**Run 1: clock nets**

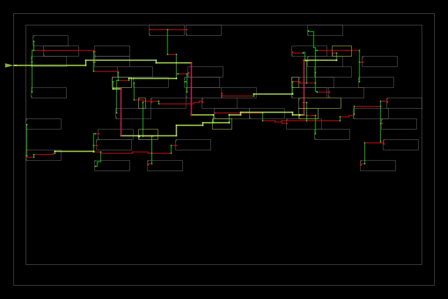
**Run 1: cell sizes after repair**

Bar = 20 um.
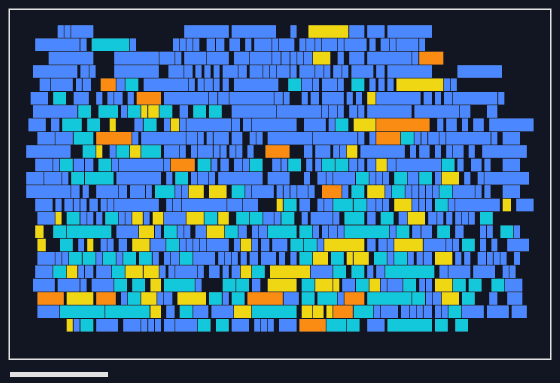
**Run 1: clock distribution**

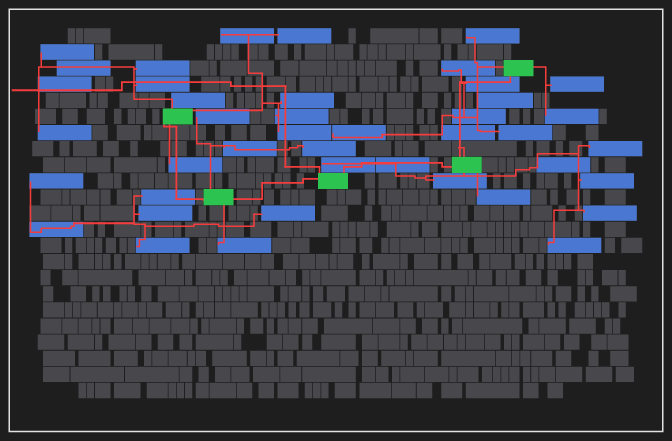
File: config.mk
export PLATFORM = sky130hd
export DESIGN_NAME = alu_seq
export DESIGN_NICKNAME = d
export VERILOG_FILES = /design/src/rtl/alu_seq.sv
export SDC_FILE = /design/constraint.sdc
export NUM_CORES = 1
export LEC_CHECK = 0
export ABC_AREA = 1
export CAP_MARGIN = 10
export CORE_AREA = 3 3 107 68
export DETAILED_ROUTE_END_ITERATION = 7
export DIE_AREA = 0 0 110 71
export PLACE_DENSITY = 0.79
export SLEW_MARGIN = 20
export SYNTH_ARGS = -nofsm -noshare
export SYNTH_HDL_FRONTEND = slang
export SYNTH_SLANG_ARGS = --single-unit
File: constraint.sdc
create_clock -name clk -period 2.4 [get_ports clk]
set_clock_uncertainty 0.05 [all_clocks]
set_input_delay 0.72 -clock clk [delete_from_list [all_inputs] [get_ports clk]]
set_output_delay 0.72 -clock clk [all_outputs]
set_load 0.01 [all_outputs]
File: src/rtl/alu_seq.sv
// alu_seq: registered ALU with {C,Z,N,V} flags, shift-add MUL, start/done handshake; in: clk rst(async low) start op a b cin; out: result flags busy done
module alu_seq #(
  parameter int WIDTH = 8
) (
  input  logic             clk,
  input  logic             rst,
  input  logic             start,
  input  logic [3:0]       op,
  input  logic [WIDTH-1:0] a,
  input  logic [WIDTH-1:0] b,
  input  logic             cin,
  output logic [WIDTH-1:0] result,
  output logic [3:0]       flags,
  output logic             busy,
  output logic             done
);
  localparam int CW = $clog2(WIDTH + 1);
  localparam logic [3:0] OP_ADD = 4'd0, OP_SUB = 4'd1, OP_ADC = 4'd2, OP_SBC = 4'd3,
                         OP_AND = 4'd4, OP_OR = 4'd5, OP_XOR = 4'd6, OP_NOT = 4'd7,
                         OP_SHL = 4'd8, OP_SHR = 4'd9, OP_ROL = 4'd10, OP_ROR = 4'd11,
                         OP_MUL = 4'd12, OP_CLRF = 4'd14;
  typedef enum logic {IDLE, MUL} state_t;
  state_t             state_q, state_d;
  logic [WIDTH-1:0]   result_q, result_d, mcand_q, mcand_d, bb, alu_r;
  logic [3:0]         flags_q, flags_d;
  logic               done_q, done_d, alu_c, alu_v, ci, hi_nz;
  logic [CW-1:0]      cnt_q, cnt_d;
  logic [2*WIDTH-1:0] acc_q, acc_d, step;
  logic [WIDTH:0]     sum, msum;
  always_comb begin
    bb = op[0] ? ~b : b;
    ci = op[1] ? flags_q[3] : cin;
    sum = {1'b0, a} + {1'b0, bb} + {{WIDTH{1'b0}}, ci};
    alu_r = a;
    alu_c = flags_q[3];
    alu_v = 1'b0;
    case (op)
      OP_ADD, OP_SUB, OP_ADC, OP_SBC: begin
        alu_r = sum[WIDTH-1:0];
        alu_c = sum[WIDTH];
        alu_v = (a[WIDTH-1] == bb[WIDTH-1]) && (sum[WIDTH-1] != a[WIDTH-1]);
      end
      OP_AND: alu_r = a & b;
      OP_OR:  alu_r = a | b;
      OP_XOR: alu_r = a ^ b;
      OP_NOT: alu_r = ~a;
      OP_SHL: {alu_c, alu_r} = {a, 1'b0};
      OP_SHR: {alu_r, alu_c} = {1'b0, a};
      OP_ROL: {alu_c, alu_r} = {a[WIDTH-1], a[WIDTH-2:0], a[WIDTH-1]};
      OP_ROR: {alu_c, alu_r} = {a[0], a[0], a[WIDTH-1:1]};
      default: alu_v = flags_q[0];
    endcase
  end
  always_comb begin
    msum = {1'b0, acc_q[2*WIDTH-1:WIDTH]} + (acc_q[0] ? {1'b0, mcand_q} : {(WIDTH+1){1'b0}});
    step = {msum, acc_q[WIDTH-1:1]};
    hi_nz = |step[2*WIDTH-1:WIDTH];
  end
  always_comb begin
    state_d = state_q;
    result_d = result_q;
    flags_d = flags_q;
    done_d = 1'b0;
    cnt_d = cnt_q;
    acc_d = acc_q;
    mcand_d = mcand_q;
    if (state_q == IDLE && start) begin
      if (op == OP_MUL) begin
        state_d = MUL;
        cnt_d = CW'(WIDTH);
        acc_d = {{WIDTH{1'b0}}, b};
        mcand_d = a;
      end else if (op == OP_CLRF) begin
        flags_d = 4'b0000;
        done_d = 1'b1;
      end else begin
        result_d = alu_r;
        flags_d = {alu_c, alu_r == '0, alu_r[WIDTH-1], alu_v};
        done_d = 1'b1;
      end
    end else if (state_q == MUL) begin
      acc_d = step;
      cnt_d = cnt_q - CW'(1);
      if (cnt_q == CW'(1)) begin
        state_d = IDLE;
        result_d = step[WIDTH-1:0];
        flags_d = {hi_nz, step[WIDTH-1:0] == '0, step[WIDTH-1], hi_nz};
        done_d = 1'b1;
      end
    end
  end
  always_ff @(posedge clk or negedge rst) begin
    if (!rst) begin
      state_q <= IDLE;
      result_q <= '0;
      flags_q <= '0;
      done_q <= 1'b0;
      cnt_q <= '0;
      acc_q <= '0;
      mcand_q <= '0;
    end else begin
      state_q <= state_d;
      result_q <= result_d;
      flags_q <= flags_d;
      done_q <= done_d;
      cnt_q <= cnt_d;
      acc_q <= acc_d;
      mcand_q <= mcand_d;
    end
  end
  assign result = result_q;
  assign flags = flags_q;
  assign done = done_q;
  assign busy = state_q == MUL;
endmodule
==> run_results.csv, run 1 <==
group,metric,value,unit
synthesis,top_cells_by_count,"143 x nand2_1, 75 x inv_1, 43 x nand3_1, 42 x dfrtp_1, 39 x nor2_1",
cells_and_area,final_cell_mix,"126 x nand2_1, 94 x buf_4, 68 x inv_1",
synthesis,yosys_cells,515,
final_timing,setup_viol,8,
synthesis,topCellsByArea,"dfrtp_1 29%, nand2_1 15%, ha_1 13%, inv_1 7.8%, nand3_1 5.9%",
cells_and_area,final_core_util,81.60,%
cells_and_area,fin_area,5284,um2
synthesis,synth-main-ff-cell,"dfrtp_1",
worst_setup_path,cpMaxStageDelayCell,"fa_2",
status,failed_checks,"setup timing",
final_timing,period_used_share,110.5,%
clock_network,cts_hold_buf,0,
final_timing,worst_pin_slew,0.5654,ns
worst_setup_path,cp-start-kind,"primary input",
pwr,cellPowerDensity,834.8,nW/um2
worst_setup_path,crit_end,"flags[2]",
detailed_routing,antenna_left,0,
place,post_dp_cell_area,4770,um2
place,hpwlAfterDp,9795,um
global_route,grt_max_degree,24,
clock_network,cts_htree_levels,2,
synthesis,synth_area_leader_cell,"dfrtp_1",
final_timing,fin_ws,-0.2526,ns
floorplan,fp.dieH,71,um
place,gp_congestion,0.9587,
floorplan,dieArea,7810,um2
worst_setup_path,cp_cell_sequence,"buf_8 -> xor2_2 -> fa_2 -> fa_2 -> a21oi_2 -> o21ai_1 -> a21oi_1 -> nand2_1 -> nand2_1 -> nand3_2 -> nor2_4 -> nand3_2 -> a21oi_2",
hold_path,hold_path.class,"in -> async",
worst_setup_path,cp_data_required_time,2.59,ns
worst_setup_path,r2r_setup_slack,-0.10,ns
final_timing,slew_headroom,61.96,%
worst_setup_path,reg2reg_from,"flags[3]",
synthesis,syn_avg_cell_area,7.046,um2
synthesis,synth.distinct_cells,36,
status,outcome,"complete, but fails checks",
synthesis,async_flop_share,100.0,%
final_timing,rsz0062_at_grt,"yes",
About 'clock nets':
Clk. pwr: 0.569 mW
total CTS buffers: 5

About 'cell sizes after repair':
[_3 and _4 cells] cyan | cells: 116
[_6 and larger] orange | cells: 15
[_2 cells] yellow | cells: 60
[_0 and _1 cells] blue | cells: 456
Final WS setup: -0.2526 ns
Non-clock buffers: 137
Layout area overhead: 45.62%

About 'clock distribution':
[clock wires] red | length: 552 um
[clock drivers] green | count: 5
[flip-flops] blue | count: 42
routed clock nets: 6
clock share of power: 12.9%
Late-Pin Clk Latency: 0.31 ns

run 1: per-stage QoR:
step                setup WS [ns]  TNS [ns]  cells
finish                    -0.2526   -0.6031    734
floorplan                 -0.3845    -1.260    515
global placement          -0.8839    -11.71    720
CTS                       -0.2231   -0.5151    733
global route              -0.2739    -1.065    734
detailed placement        -0.9913    -13.26    720
run 1: layer usage:
metal	vias to the layer above	track usage (%)	routed length (um)
met2	384	49.06	5856
met3	81	9.025	1973
li1	1934	-	-
met5	-	0	0
met1	2085	47.90	5378
met4	0	7.331	507
run 1: kinds of logic after synthesis:
| kind of cell | after synthesis | synth area share (%) |
|---|---|---|
| xor gates and xnor gates | 15 | 3.621 |
| DFF | 42 | 28.97 |
| and+or+nand+nor | 245 | 28.48 |
| buffers and inverters | 94 | 10.52 |
| AOI/OAI and AO/OA | 78 | 13.66 |
| adders and majority gates | 41 | 14.76 |
run 1: final cells by class:
| class | instances | area [um2] | area share (%) |
|---|---|---|---|
| clock buffers | 5 | 68.82 | 1.302 |
| multi-input cells | 379 | 2541 | 48.09 |
| clock inverters | 3 | 40.04 | 0.7578 |
| flip-flops and latches | 42 | 1052 | 19.91 |
| well taps | 87 | 108.9 | 2.060 |
| repair buffers | 137 | 1164 | 22.02 |
| inverters | 81 | 309.0 | 5.849 |
run 1: where the power goes:
part           switching [mW]  total [mW]  internal, mW
clock network           0.263       0.569         0.306
registers               0.244        1.27          1.03
logic                    1.45        2.57          1.12
run 1: registers in the layout, indices dropped and copies added (netlist names):
name,cells
mcand_q,8
flags,4
cnt_q,4
result,8
busy,1
done,1
acc_q,16
run 1: timing repair:
action | in CTS | in global routing
pin swaps | 25 | 42
resized | 48 | 71
setup endpoints to repair | 12 | 12
setup buffers | 6 | 2
==> run 2, diff against run 1 <==
CORE_AREA = 8 8 112 73   (was 3 3 107 68)
DIE_AREA = 0 0 120 81   (was 0 0 110 71)
**Run 2: clock nets**

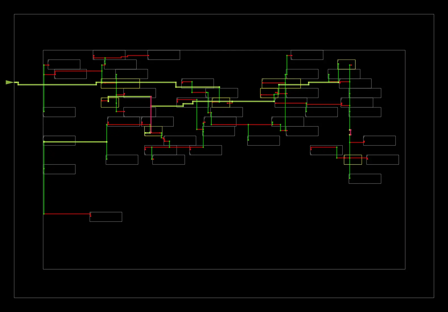
flip-flops: 42
Clk. pwr: 0.703 mW
clock sink total: 42
clock buffers: 6

**Run 2: clock distribution**

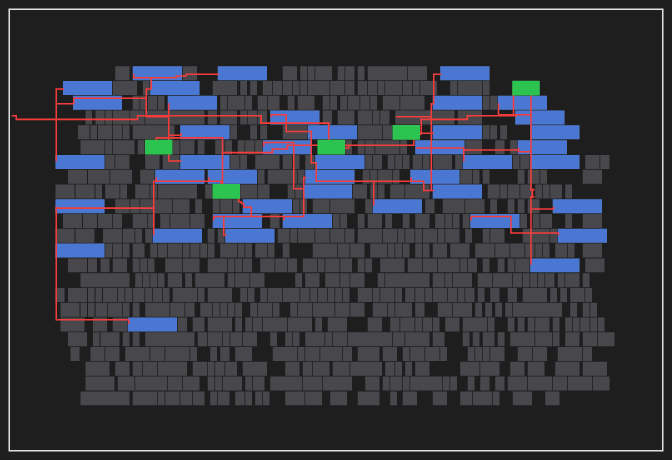
[clock wires] red | length: 551 um
[flip-flops] blue | count: 42
[clock drivers] green | count: 5
routed clock nets: 6
clock share of power: 15.7%

==> run_results.csv, run 2 <==
group,metric,value,unit
synthesis,yosys_cells,515,
cells_and_area,final_cell_mix,"133 x nand2_1, 95 x buf_4, 71 x inv_1",
cells_and_area,logic_area,2435,um2
final_timing,fin_ws,-0.1814,ns
final_timing,worst_pin_slew,0.5953,ns
place,place_inst,719,
clock_network,cts_hold_buf,0,
place,hpwlAfterDp,9495,um
cells_and_area,top_register,"acc_q",
synthesis,syn_avg_cell_area,7.046,um2
cells_and_area,final_core_util,79.94,%
place,dpl_worst_slack,-0.9737,ns
final_timing,slew_headroom,59.95,%
floorplan,well_tap_count,87,
place,gp_congestion,0.9588,
cells_and_area,fin_area,5176,um2
place,post_dp_cell_area,4762,um2
hold_path,hold_path.class,"in -> async",
final_timing,setup_viol,1,
worst_setup_path,cp_data_required_time,2.60,ns
cells_and_area,signal_buffers,136,
status,outcome,"complete, but fails checks",
clock_network,cts_htree_levels,2,
final_timing,rsz0062_at_grt,"yes",
status,failed_checks,"setup timing",
global_route,grt_max_degree,43,
floorplan,fp.dieH,81,um
cells_and_area,clkCellAreaFrac,2.756,%
clock_network,cts_made_buffers,5,
detailed_routing,antenna_left,0,
synthesis,top_cells_by_count,"143 x nand2_1, 75 x inv_1, 43 x nand3_1, 42 x dfrtp_1, 39 x nor2_1",
synthesis,async_flop_share,100.0,%
## run 2: cell counts after synthesis
Identical to the previous run, type by type.
## run 2: path summary, 6_finish.rpt
path,from,end,slack [ns],depth (start not counted)
worst max register to register,flags[3],flags[2],-0.03,13
worst max-delay path,b[0],flags[2],-0.18,13
worst min-delay path,rst,acc_q[5],0.43,2
worst min register to register,mcand_q[7],mcand_q[7],0.45,2
max in group asynchronous,rst,acc_q[15],1.49,2
min in group clk,mcand_q[7],mcand_q[7],0.45,2
## run 2: what timing repair did
item,in CTS,in global routing
pin swaps,18,24
endpoints found under the setup margin,22,16
setup buffers,1,7
gates resized,36,51
## run 2: kinds of logic after synthesis
logic type / count (synthesis) / synth area share (%)
fa+ha+maj: 41 / 14.76
simple gates: 245 / 28.48
flops: 42 / 28.97
compound gates: 78 / 13.66
buf+inv: 94 / 10.52
xor+xnor: 15 / 3.621
## run 2: layer usage
layer  routed length (um)  up-vias  track usage [%]
li1                     -     1934                -
met1                 5460     1968            35.72
met2                 5613      296            38.59
met3                 1634       38            6.574
met4                  235        0            4.461
met5                    0        -                0
## run 2: where the power goes
group | switching (mW) | internal (mW) | total (mW)
logic | 1.38 | 1.11 | 2.49
clock network | 0.259 | 0.444 | 0.703
registers | 0.249 | 1.02 | 1.27
total | 1.89 | 2.58 | 4.47
## run 2: critical path, cell delays in order
cell and delay [ns]:
buf_6 0.10, xor2_2 0.17, fa_2 0.41, fa_2 0.43, a21oi_2 0.14, o21ai_1 0.07
a21oi_1 0.12, nand2_1 0.09, nand2_1 0.10, nand3_2 0.11, nor2_4 0.13, nand3_2 0.08
a21oi_2 0.10
==> run 3, diff against run 2 <==
CORE_AREA = 8 8 136 87   (was 8 8 112 73)
DIE_AREA = 0 0 144 95   (was 0 0 120 81)
PLACE_DENSITY = 0.56   (was 0.79)
SLEW_MARGIN = 40   (was 20)
**Run 3: cell sizes after repair**

Bar = 50 um.
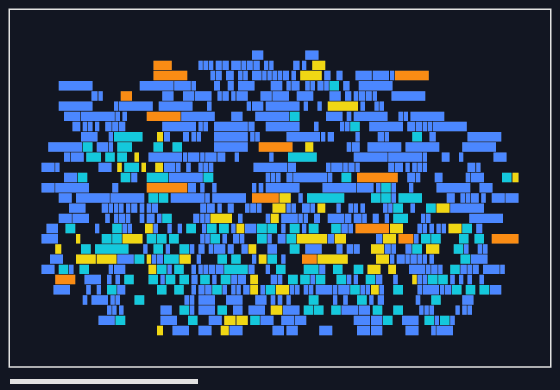
[_6 and larger] orange | cells: 14
[_0 and _1 cells] blue | cells: 474
[_2 cells] yellow | cells: 49
[_3 and _4 cells] cyan | cells: 117
Layout area overhead: 47.45%
Finished Cell Area: 5350 um2
Non-clock buffers: 144

**Run 3: clock distribution**

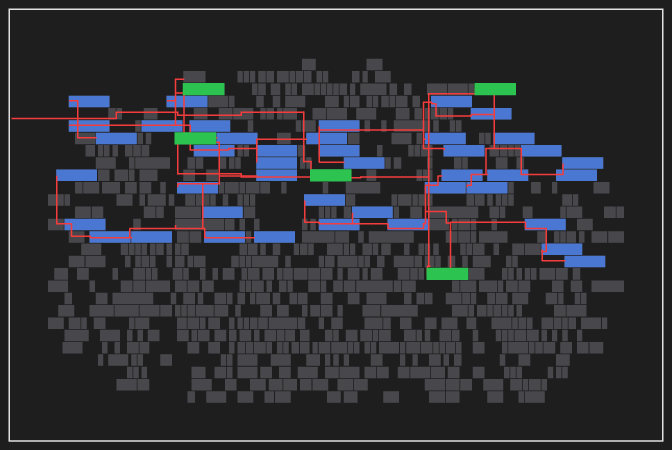
[clock drivers] green | count: 5
[clock wires] red | length: 651 um
[flip-flops] blue | count: 42
routed clock nets: 6
Clk. pwr: 0.912 mW
clock share of power: 20.0%
Late-Pin Clk Latency: 0.29 ns

==> run_results.csv, run 3 <==
group,metric,value,unit
clock_network,cts_hold_buf,0,
cells_and_area,top_register,"acc_q",
detailed_routing,dr_wl_met2,4339,um
detailed_routing,highest_layer,"met4",
global_route,grt_max_degree,43,
pwr,cellPowerDensity,851.1,nW/um2
synthesis,top_cells_by_count,"143 x nand2_1, 75 x inv_1, 43 x nand3_1, 42 x dfrtp_1, 39 x nor2_1",
global_route,busiest_layer,"met1",
final_timing,setup_viol,4,
status,failed_checks,"setup timing",
place,gp_congestion,0.9867,
synthesis,async_flop_share,100.0,%
global_route,gr-usage-met1,29.19,%
detailed_routing,antenna_left,0,
final_timing,slew_headroom,64.08,%
final_timing,rsz0062_at_grt,"yes",
clock_network,cts_htree_levels,2,
global_route,use_met3,5.592,%
floorplan,dieArea,13680,um2
place,place_inst,774,
worst_setup_path,cp-start-kind,"primary input",
worst_setup_path,crit_path_max_incr_delay,0.43,ns
detailed_routing,wl_met3,996,um
worst_setup_path,cp_data_required_time,2.57,ns
final_timing,fin_ws,-0.2472,ns
worst_setup_path,cpMaxStageDelayCell,"fa_2",
status,outcome,"complete, but fails checks",
place,hpwlAfterDp,9922,um
clock_network,cts_made_buffers,5,
worst_setup_path,cp_top_family,"adder cells",
synthesis,synth_area_leader_cell,"dfrtp_1",
cells_and_area,final_cell_mix,"131 x nand2_1, 104 x buf_4, 72 x inv_1",
synthesis,synth-main-ff-cell,"dfrtp_1",
hold_path,hold_path.class,"in -> async",
## run 3: cell counts after synthesis
Identical to the previous run, type by type.
## run 3: what timing repair did
item	CTS	global route
cloned	0	0
gates resized	38	51
endpoints found under the setup margin	17	12
buffers inserted	2	7
pin swaps	19	25
## run 3: final timing paths
path	from	to	slack (ns)	cells after the start
worst max-delay path	b[0]	flags[2]	-0.25	13
worst min-delay path	rst	result[3]	0.44	2
worst max register to register	flags[3]	flags[2]	-0.08	13
worst min register to register	mcand_q[3]	mcand_q[3]	0.44	2
max in group asynchronous	rst	acc_q[15]	1.48	2
min in group clk	mcand_q[3]	mcand_q[3]	0.44	2
## run 3: power by group
group,leakage (nW),internal [mW],total (mW),switching [mW]
logic,2.20,1.08,2.39,1.31
registers,0.520,1.03,1.26,0.231
clock network,0.0971,0.625,0.912,0.287
## run 3: final cells by class
cell class	count	area [um2]
clock buffers	6	138.9
clock inverters	2	60.06
fillers	923	4354
inverters	81	310.3
multi-input cells	379	2427
flip-flops and latches	42	1051
well taps	135	168.9
repair buffers	144	1194
## run 3: worst register-to-register path, delay by kind of cell, from the launching register on
family                   cells  cell delay [ns]
AND-OR/OR-AND                4             0.50
flip-flops                   1             0.42
AND/OR/NAND/NOR              7             0.65
adder cells (fa/ha/maj)      2             0.80
## run 3: logic make-up after synthesis
| group | after synthesis | synth area share (%) |
|---|---|---|
| buffers and inverters | 94 | 10.52 |
| xor gates and xnor gates | 15 | 3.621 |
| AOI/OAI and AO/OA | 78 | 13.66 |
| DFF | 42 | 28.97 |
| and+or+nand+nor | 245 | 28.48 |
| adders and majority gates | 41 | 14.76 |

==> layout pictures side by side <==
I/O pins on the die edge.
Pins as bars across the die edge, other pins in grey.
(a)
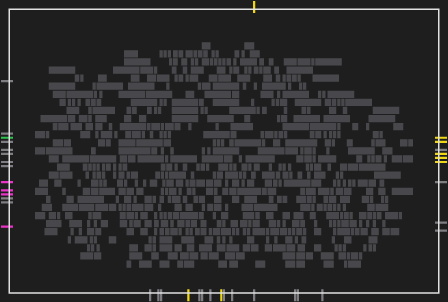
(b)
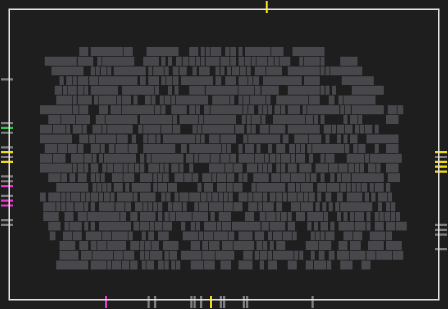
(c)
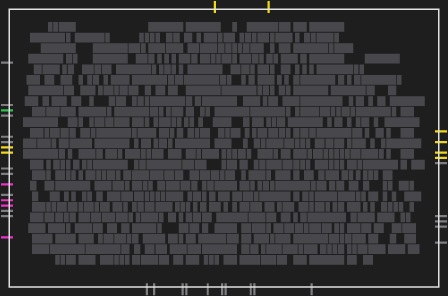
- (b) = run 2
- (a) = run 3
- (c) = run 1

Key to (b):
[op] magenta | pins: 4 | direction: input | edge: 3 left, 1 bottom
[start] green | pins: 1 | direction: input | edge: left
[result] yellow | pins: 8 | direction: output | edge: 4 right, 2 left, 1 top, 1 bottom
all pins by edge: 16 left, 12 bottom, 9 right, 1 top

Power is estimated from default activity; no workload was simulated.
